## src/rtl/usb_stuff_serializer_pkg.sv

```systemverilog
`default_nettype none
// ============================================================================
// Module      : usb_stuff_serializer_pkg
// Description : Shared types and USB framing constants for the TX serializer.
// Revision    : 1.0 - initial release
// ============================================================================
package usb_stuff_serializer_pkg;

    typedef enum logic [1:0] {
        ST_IDLE  = 2'd0,
        ST_SEND  = 2'd1,
        ST_STUFF = 2'd2,
        ST_DONE  = 2'd3
    } tx_state_e;

    localparam logic [7:0] c_SYNC      = 8'b0000_0001;
    localparam logic [3:0] c_PID_OUT   = 4'b0001;
    localparam logic [3:0] c_PID_IN    = 4'b1001;
    localparam logic [3:0] c_PID_SETUP = 4'b1101;
    localparam logic [3:0] c_PID_DATA0 = 4'b0011;
    localparam logic [3:0] c_PID_DATA1 = 4'b1011;
    localparam logic [3:0] c_PID_ACK   = 4'b0010;
    localparam logic [3:0] c_PID_NAK   = 4'b1010;

    // Packet sizes in bits including sync and PID.
    localparam int c_TOK_BITS      = 32;
    localparam int c_HS_BITS       = 16;
    localparam int c_DATA_MAX_BITS = 99;

    // PID byte carries its own one's-complement check nibble.
    function automatic logic [7:0] pid_byte(input logic [3:0] pid);
        return {~pid, pid};
    endfunction

endpackage
`default_nettype wire

```

## src/rtl/usb_stuff_serializer_if.sv

```systemverilog
`default_nettype none
// ============================================================================
// Module      : usb_stuff_serializer_if
// Description : Packet handshake and line-side signals of the TX serializer.
// Revision    : 1.0 - initial release
// ============================================================================
interface usb_stuff_serializer_if #(
    parameter int MAX_W = 99,
    parameter int LEN_W = 7
);
    logic             in_valid;
    logic             in_ready;
    logic [MAX_W-1:0] in_data;
    logic [LEN_W-1:0] in_len;
    logic             abort;
    logic             out_bit;
    logic             out_valid;
    logic             done;

    modport master (
        output in_valid, in_data, in_len, abort,
        input  in_ready, out_bit, out_valid, done
    );

    modport slave (
        input  in_valid, in_data, in_len, abort,
        output in_ready, out_bit, out_valid, done
    );
endinterface
`default_nettype wire

```

## src/rtl/usb_stuff_serializer_nrzi.sv

```systemverilog
`default_nettype none
// ============================================================================
// Module      : usb_nrzi_enc
// Description : NRZI line encoder; holds the line level between bits.
// Revision    : 1.0 - initial release
// ============================================================================
module usb_nrzi_enc #(
    parameter bit NRZI_EN = 1'b1
) (
    input  wire logic clk,
    input  wire logic rst,
    input  wire logic en_i,
    input  wire logic raw_i,
    input  wire logic clr_i,
    output logic      line_o
);
    logic nrzi_q;
    logic nrzi_d;
    logic w_enc;

    always_comb begin
        w_enc  = NRZI_EN ? (raw_i ? nrzi_q : ~nrzi_q) : raw_i;
        line_o = en_i ? w_enc : 1'b0;
        nrzi_d = nrzi_q;
        // Clearing wins so an aborted bit never leaks into the next packet.
        if (clr_i) begin
            nrzi_d = 1'b1;
        end else if (en_i) begin
            nrzi_d = w_enc;
        end
    end

    always_ff @(posedge clk or posedge rst) begin
        if (rst) begin
            nrzi_q <= 1'b1;
        end else begin
            nrzi_q <= nrzi_d;
        end
    end
endmodule
`default_nettype wire

```

## src/rtl/usb_stuff_serializer.sv

```systemverilog
`default_nettype none
// ============================================================================
// Module      : usb_stuff_serializer
// Description : Variable-length packet serializer with bit stuffing and NRZI.
// Revision    : 1.0 - initial release
// ============================================================================
module usb_stuff_serializer
    import usb_stuff_serializer_pkg::*;
#(
    parameter int MAX_W     = 99,
    parameter int LEN_W     = 7,
    parameter bit STUFF_EN  = 1'b1,
    parameter int STUFF_RUN = 6,
    parameter bit NRZI_EN   = 1'b1
) (
    input wire logic             clk,
    input wire logic             rst,
    usb_stuff_serializer_if.slave tx
);
    localparam int               ONES_W     = $clog2(STUFF_RUN + 1);
    localparam logic [LEN_W-1:0] c_MAX_LEN  = LEN_W'(MAX_W);
    localparam logic [ONES_W-1:0] c_RUN_LAST = ONES_W'(STUFF_RUN - 1);
    localparam logic [ONES_W-1:0] c_ONES_MAX = '1;

    tx_state_e          state_q, state_d;
    logic [MAX_W-1:0]   data_q,  data_d;
    logic [LEN_W-1:0]   idx_q,   idx_d;
    logic [ONES_W-1:0]  ones_q,  ones_d;
    logic               last_q,  last_d;

    logic [LEN_W-1:0]   w_len;
    logic               w_raw;
    logic               w_out_valid;
    logic               w_nrzi_clr;
    logic               w_line;

    always_comb begin
        state_d = state_q;
        data_d  = data_q;
        idx_d   = idx_q;
        ones_d  = ones_q;
        last_d  = last_q;
        w_raw   = 1'b0;
        w_len   = (tx.in_len > c_MAX_LEN) ? c_MAX_LEN : tx.in_len;

        case (state_q)
            ST_IDLE: begin
                if (tx.in_valid) begin
                    data_d = tx.in_data;
                    ones_d = '0;
                    last_d = 1'b0;
                    if (w_len == '0) begin
                        idx_d   = '0;
                        state_d = ST_DONE;
                    end else begin
                        idx_d   = w_len - LEN_W'(1);
                        state_d = ST_SEND;
                    end
                end
            end
            ST_SEND: begin
                w_raw  = data_q[idx_q];
                ones_d = w_raw ? ((ones_q == c_ONES_MAX) ? ones_q : ones_q + ONES_W'(1)) : '0;
                // last_q remembers whether the stuff bit closes the packet,
                // since idx alone cannot tell "bit 0 pending" from "bit 0 sent".
                if (STUFF_EN && w_raw && (ones_q == c_RUN_LAST)) begin
                    state_d = ST_STUFF;
                    last_d  = (idx_q == '0);
                    if (idx_q != '0) begin
                        idx_d = idx_q - LEN_W'(1);
                    end
                end else if (idx_q == '0) begin
                    state_d = ST_DONE;
                end else begin
                    idx_d = idx_q - LEN_W'(1);
                end
            end
            ST_STUFF: begin
                w_raw   = 1'b0;
                ones_d  = '0;
                state_d = last_q ? ST_DONE : ST_SEND;
            end
            ST_DONE: begin
                state_d = ST_IDLE;
            end
            default: begin
                state_d = ST_IDLE;
            end
        endcase

        if (tx.abort && (state_q != ST_IDLE)) begin
            state_d = ST_IDLE;
            ones_d  = '0;
        end
    end

    always_ff @(posedge clk or posedge rst) begin
        if (rst) begin
            state_q <= ST_IDLE;
            data_q  <= '0;
            idx_q   <= '0;
            ones_q  <= '0;
            last_q  <= 1'b0;
        end else begin
            state_q <= state_d;
            data_q  <= data_d;
            idx_q   <= idx_d;
            ones_q  <= ones_d;
            last_q  <= last_d;
        end
    end

    assign w_out_valid = (state_q == ST_SEND) || (state_q == ST_STUFF);
    assign w_nrzi_clr  = (state_q == ST_DONE) || (tx.abort && (state_q != ST_IDLE));

    usb_nrzi_enc #(
        .NRZI_EN (NRZI_EN)
    ) u_nrzi (
        .clk    (clk),
        .rst    (rst),
        .en_i   (w_out_valid),
        .raw_i  (w_raw),
        .clr_i  (w_nrzi_clr),
        .line_o (w_line)
    );

    assign tx.in_ready  = (state_q == ST_IDLE);
    assign tx.out_valid = w_out_valid;
    assign tx.out_bit   = w_line;
    assign tx.done      = (state_q == ST_DONE);
endmodule
`default_nettype wire

```

## src/flat_wrapper.sv

```systemverilog
// flat-port wrapper written by rule: the top's interface ports become plain ports
module usb_stuff_serializer_flat import usb_stuff_serializer_pkg::*;
#(
    parameter int MAX_W     = 99,
    parameter int LEN_W     = 7,
    parameter bit STUFF_EN  = 1'b1,
    parameter int STUFF_RUN = 6,
    parameter bit NRZI_EN   = 1'b1
)
  (clk, rst, tx_in_valid, tx_in_data, tx_in_len, tx_abort, tx_in_ready, tx_out_bit, tx_out_valid, tx_done);
  usb_stuff_serializer_if #(.MAX_W(MAX_W), .LEN_W(LEN_W)) tx_i ();
  input wire logic clk;
  input wire logic rst;
  input wire logic [$bits(tx_i.in_valid)-1:0] tx_in_valid;
  input wire logic [$bits(tx_i.in_data)-1:0] tx_in_data;
  input wire logic [$bits(tx_i.in_len)-1:0] tx_in_len;
  input wire logic [$bits(tx_i.abort)-1:0] tx_abort;
  output wire logic [$bits(tx_i.in_ready)-1:0] tx_in_ready;
  output wire logic [$bits(tx_i.out_bit)-1:0] tx_out_bit;
  output wire logic [$bits(tx_i.out_valid)-1:0] tx_out_valid;
  output wire logic [$bits(tx_i.done)-1:0] tx_done;
  assign tx_i.in_valid = tx_in_valid;
  assign tx_i.in_data = tx_in_data;
  assign tx_i.in_len = tx_in_len;
  assign tx_i.abort = tx_abort;
  assign tx_in_ready = tx_i.in_ready;
  assign tx_out_bit = tx_i.out_bit;
  assign tx_out_valid = tx_i.out_valid;
  assign tx_done = tx_i.done;
  usb_stuff_serializer #(.MAX_W(MAX_W), .LEN_W(LEN_W), .STUFF_EN(STUFF_EN), .STUFF_RUN(STUFF_RUN), .NRZI_EN(NRZI_EN)) u_core (.clk(clk), .rst(rst), .tx(tx_i));
endmodule
```

## config.mk

```make
export PLATFORM = sky130hd
export DESIGN_NAME = usb_stuff_serializer_flat
export DESIGN_NICKNAME = d
export VERILOG_FILES = /design/src/rtl/usb_stuff_serializer_pkg.sv /design/src/rtl/usb_stuff_serializer_if.sv /design/src/rtl/usb_stuff_serializer_nrzi.sv /design/src/rtl/usb_stuff_serializer.sv /design/src/flat_wrapper.sv
export SDC_FILE = /design/constraint.sdc
export NUM_CORES = 1
export LEC_CHECK = 0
export ABC_AREA = 1
export CORE_MARGIN = 5
export CORE_UTILIZATION = 55
export CTS_CLUSTER_DIAMETER = 100
export CTS_CLUSTER_SIZE = 25
export DETAILED_ROUTE_END_ITERATION = 10
export GPL_ROUTABILITY_DRIVEN = 0
export PLACE_DENSITY = 0.84
export RECOVER_POWER = 50
export SLEW_MARGIN = 25
export SYNTH_ARGS = -nofsm -noshare
export SYNTH_HDL_FRONTEND = slang
export SYNTH_SLANG_ARGS = --single-unit
```

## constraint.sdc

```tcl
create_clock -name clk -period 11.35 [get_ports clk]
set_input_delay 2.27 -clock clk [delete_from_list [all_inputs] [get_ports clk]]
set_output_delay 2.27 -clock clk [all_outputs]
set_load 0.01 [all_outputs]
```

==> reports/results.ini <==
[final_layout]
antenna_cells=0
final_nets=896
final_common_cell=dfrtp_1
post-route-util_pct=73.00
flop_area_um2=2834
drive_gt1_share_pct=12.55
fillers=727
logic_area_um2=2524
final_cell_mix=dfrtp_1, clkdlybuf4s50_1, nand2_1, nor2_1, inv_1

[worst_setup_path]
crit_slowest_cell=clkbuf_1
slowest_delay_ps=2270
worst-setup-path-type=in -> async
crit_fanout=59
path_cells=dlygate4sd3_1 > clkinvlp_2 > clkbuf_1
reg2reg_slack_ps=7440
worstPathArrival_ps=6510
crit_path_end_kind=async pin
cp-start-kind=input port

[die]
die_x_um=113.4
io_pins=114
fp_util_pct=56.76
die_area_um2=12870
fp.dieH_um=113.4

[yosys]
synth_area_um2=5886
top_cells_by_area=dfrtp_1, mux2_2, nand2_1
ys_cells=679
avgSynthCellArea_um2=8.668
yosys_warnings=0
syn-num-nets=799
ys_ff=113
synth.top_cell.area_share_pct=47.62
synthCells=679

[pwr]
combPwrFrac_pct=39.4
powerDensity_nw_per_um2=283.0
peakVddDrop_mv=0.1286
leakagePower_nw=3.488
p_clk_share_pct=25.2
intPower_mw=1.308
power_switching_mw=0.8345
p_sw_share_pct=38.95

[final_timing]
finalSetupViolCount=0
setup_tns_ps=0
hold_viol_final=0
slew_headroom_pct=-106.4
fin_ws_ps=4349
rsz0062_at_grt=no
final.min_clock_period_ps=7001
worst_pin_slew_ps=3097
maxSlewViolCount=192
finalCritPeriodShare_pct=61.69

[placement]
post-dp-hpwl_mm=10.30
post-place-ws_ps=5653
io_buffer_count=113

[global_routing]
antenna_found_initial=0
grt_max_degree=76
grt_pass1_vias=5278
grt_pass1_wl_mm=25.14
grt_usage_pct=24.55
overflow=0

[outcome]
violations=max-capacitance violations, max-slew violations
outcome=finished with violations

[min_path]
hp-class=reg -> reg

[drt]
vias=5128
drc=0
wl_per_cell_um=16.50
first_pass_iters=5
drtAntennaViolNets=0
vias_per_cell=5.544
routed_wl_mm=15.26

[flow_run]
max-cap-violations=3
warnings=31

[clock_tree]
h-tree-depth=4
cts_hold_buf=0
cts_tree=yes
cts_buffer_depth=2
post_cts_resized=0
cts-root-buf=clkbuf_8
clkTransAtPathRegs_ps=60
cts_setup_buffers=0

[layer usage]
metal	up-vias	share of wire [%]	global-route usage, %
met5	-	0	0
li1	2416	-	-
met3	45	7.5	6.844
met4	0	2.2	9.295
met2	242	51	41.90
met1	2425	39	29.69
[critical path, delay by kind of cell]
kind | cells | cell delay (ps)
buffers and inverters | 3 | 4160
[kinds of logic after synthesis]
family / count (synthesis) / synth area share (%)
adder cells (fa/ha/maj): 10 / 2.126
AND-OR/OR-AND: 131 / 12.61
flip-flops: 113 / 48.07
XOR/XNOR: 4 / 0.5953
AND/OR/NAND/NOR: 257 / 18.05
multiplexers: 51 / 9.758
buffers and inverters: 113 / 8.801
[synthesized netlist by cell type, drive strengths merged]
| cell type | n |
|---|---|
| xnor2 | 1 |
| ha | 10 |
| a22oi | 2 |
| o21ai | 35 |
| xor2 | 3 |
| nand4 | 1 |
| a221oi | 1 |
| nand2 | 108 |
| mux2 | 51 |
| or2 | 1 |
| o21bai | 1 |
| clkbuf | 15 |
| a21oi | 68 |
| nor3 | 4 |
| a21boi | 1 |
| buf | 22 |
| nand3 | 40 |
| dfrtp | 112 |
| inv | 76 |
| a211oi | 2 |
| dfstp | 1 |
| a31oi | 3 |
| o211ai | 18 |
| nand3b | 2 |
| nor2 | 101 |
[worst paths after layout]
kind / startpoint / end / depth (start not counted)
min in group asynchronous: rst / u_core.data_q[78] / 2
setup / recovery: rst / u_core.idx_q[0] / 3
setup reg to reg: u_core.state_q[1] / u_core.data_q[13] / 5
max in group clk: u_core.idx_q[1] / tx_out_bit / 11
hold reg to reg: u_core.last_q / u_core.last_q / 2
hold / removal: u_core.last_q / u_core.last_q / 2
[metrics by stage]
stage,total power [mW],area [um2],cells,hold slack (ps)
detailed placement,1.581,6985,893,486.8
floorplan,1.385,5886,679,459.1
global route,2.286,7570,925,510.1
CTS,2.142,7596,925,498.6
global placement,1.534,6983,893,482.4
finish,2.143,7570,925,496.9
[state kept, by name, indices dropped and copies added (netlist names)]
| name | count |
|---|---|
| u_core.data_q | 99 |
| u_core.idx_q | 7 |
| u_core.last_q | 1 |
| u_core.ones_q | 3 |
| u_core.state_q | 2 |
| u_core.u_nrzi.nrzi_q | 1 |
[power by group through the flow]
| stage | Sequential, mW | Combinational [mW] | Clock [mW] |
|---|---|---|---|
| finish | 0.759 | 0.844 | 0.540 |
| global route | 0.778 | 0.945 | 0.563 |
| CTS | 0.752 | 0.848 | 0.542 |
| detailed placement | 0.756 | 0.825 | 0 |
| global placement | 0.743 | 0.791 | 0 |
| floorplan | 0.659 | 0.727 | 0 |
[layout make-up]
cell class	count	share of cell area (%)
clock buffer	21	6.066
clock inverter	11	2.000
inverter	76	3.818
multi-input combinational	453	33.34
sequential	113	37.44
tap	136	2.248
timing repair buffer	115	15.09
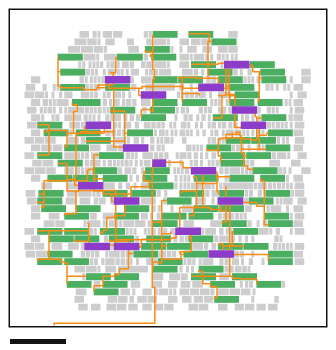
Figure 1: clock wires, drivers and flops.
The bar under the picture is 20 um long.
legend:
  clock wires:
    color: orange
    length: 1,360 um
  flip-flops:
    color: green
    count: 113
  clock-net drivers:
    color: purple
    count: 17
routed clock nets: 18
flops lie: all over the die

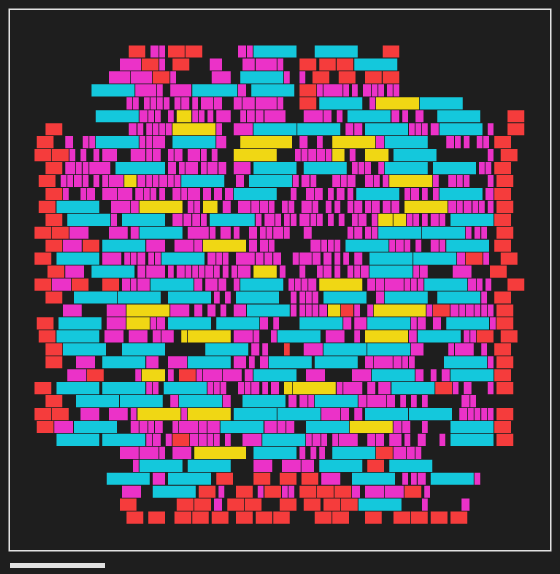
Figure 2: placement by cell class.
The bar under the picture is 20 um long.
legend:
  registers:
    color: cyan
    cells: 113
    share_of_their_area: 38%
  remaining buffers and delay cells:
    color: red
    cells: 115
    share_of_their_area: 15%
  clock drivers and dummy loads:
    color: yellow
    cells: 32
    share_of_their_area: 8.3%
  remaining logic cells:
    color: magenta
    cells: 529
    share_of_their_area: 38%
core area: 10,370 um2
row cnt: 37
post-route cell area: 7570 um2

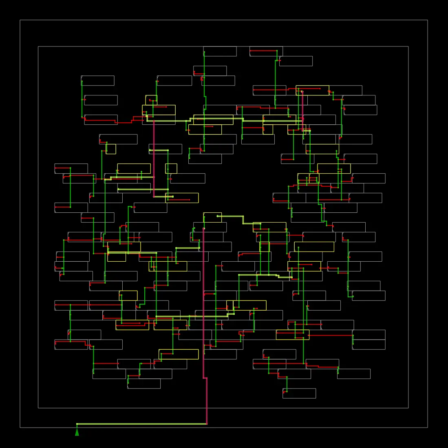
Figure 3: clock nets.
clock buffer count: 21
worst clock skew: 16.95 ps
clk latency late pin: 520 ps
Sink Count: 113
total CTS buffers: 17

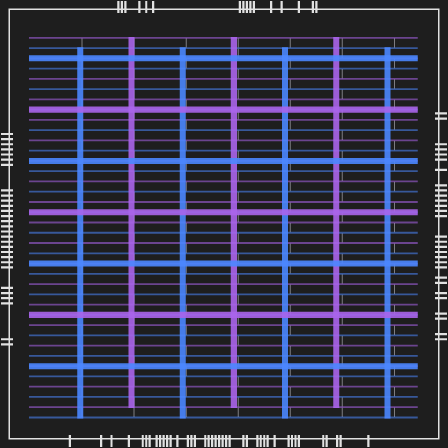
Figure 4: floorplan with the power grid.
Pins as bars on the die edge. Tap cells in gray.
legend:
  VDD:
    color: purple
  VSS:
    color: blue
signal pins: 114
met1 rails: 38
met4 straps: 7

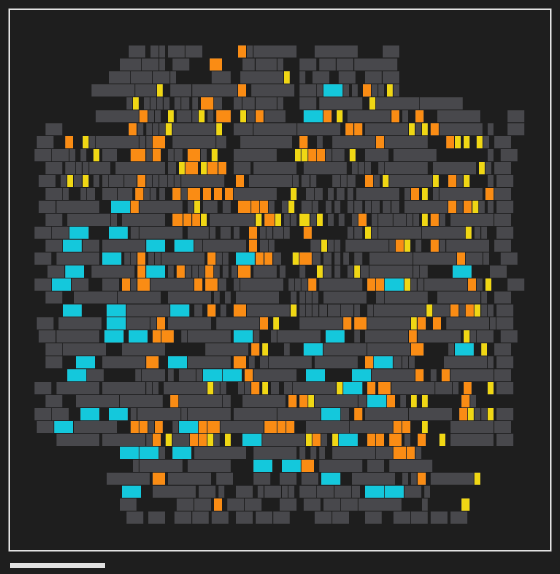
Figure 5: selected gate families.
The bar under the picture is 20 um long.
legend:
  aoi and oai cells:
    color: orange
    cells: 131
  inv cells:
    color: yellow
    cells: 76
  mux cells:
    color: cyan
    cells: 51

No activity file was given, so power comes from the tool's default toggle rates.
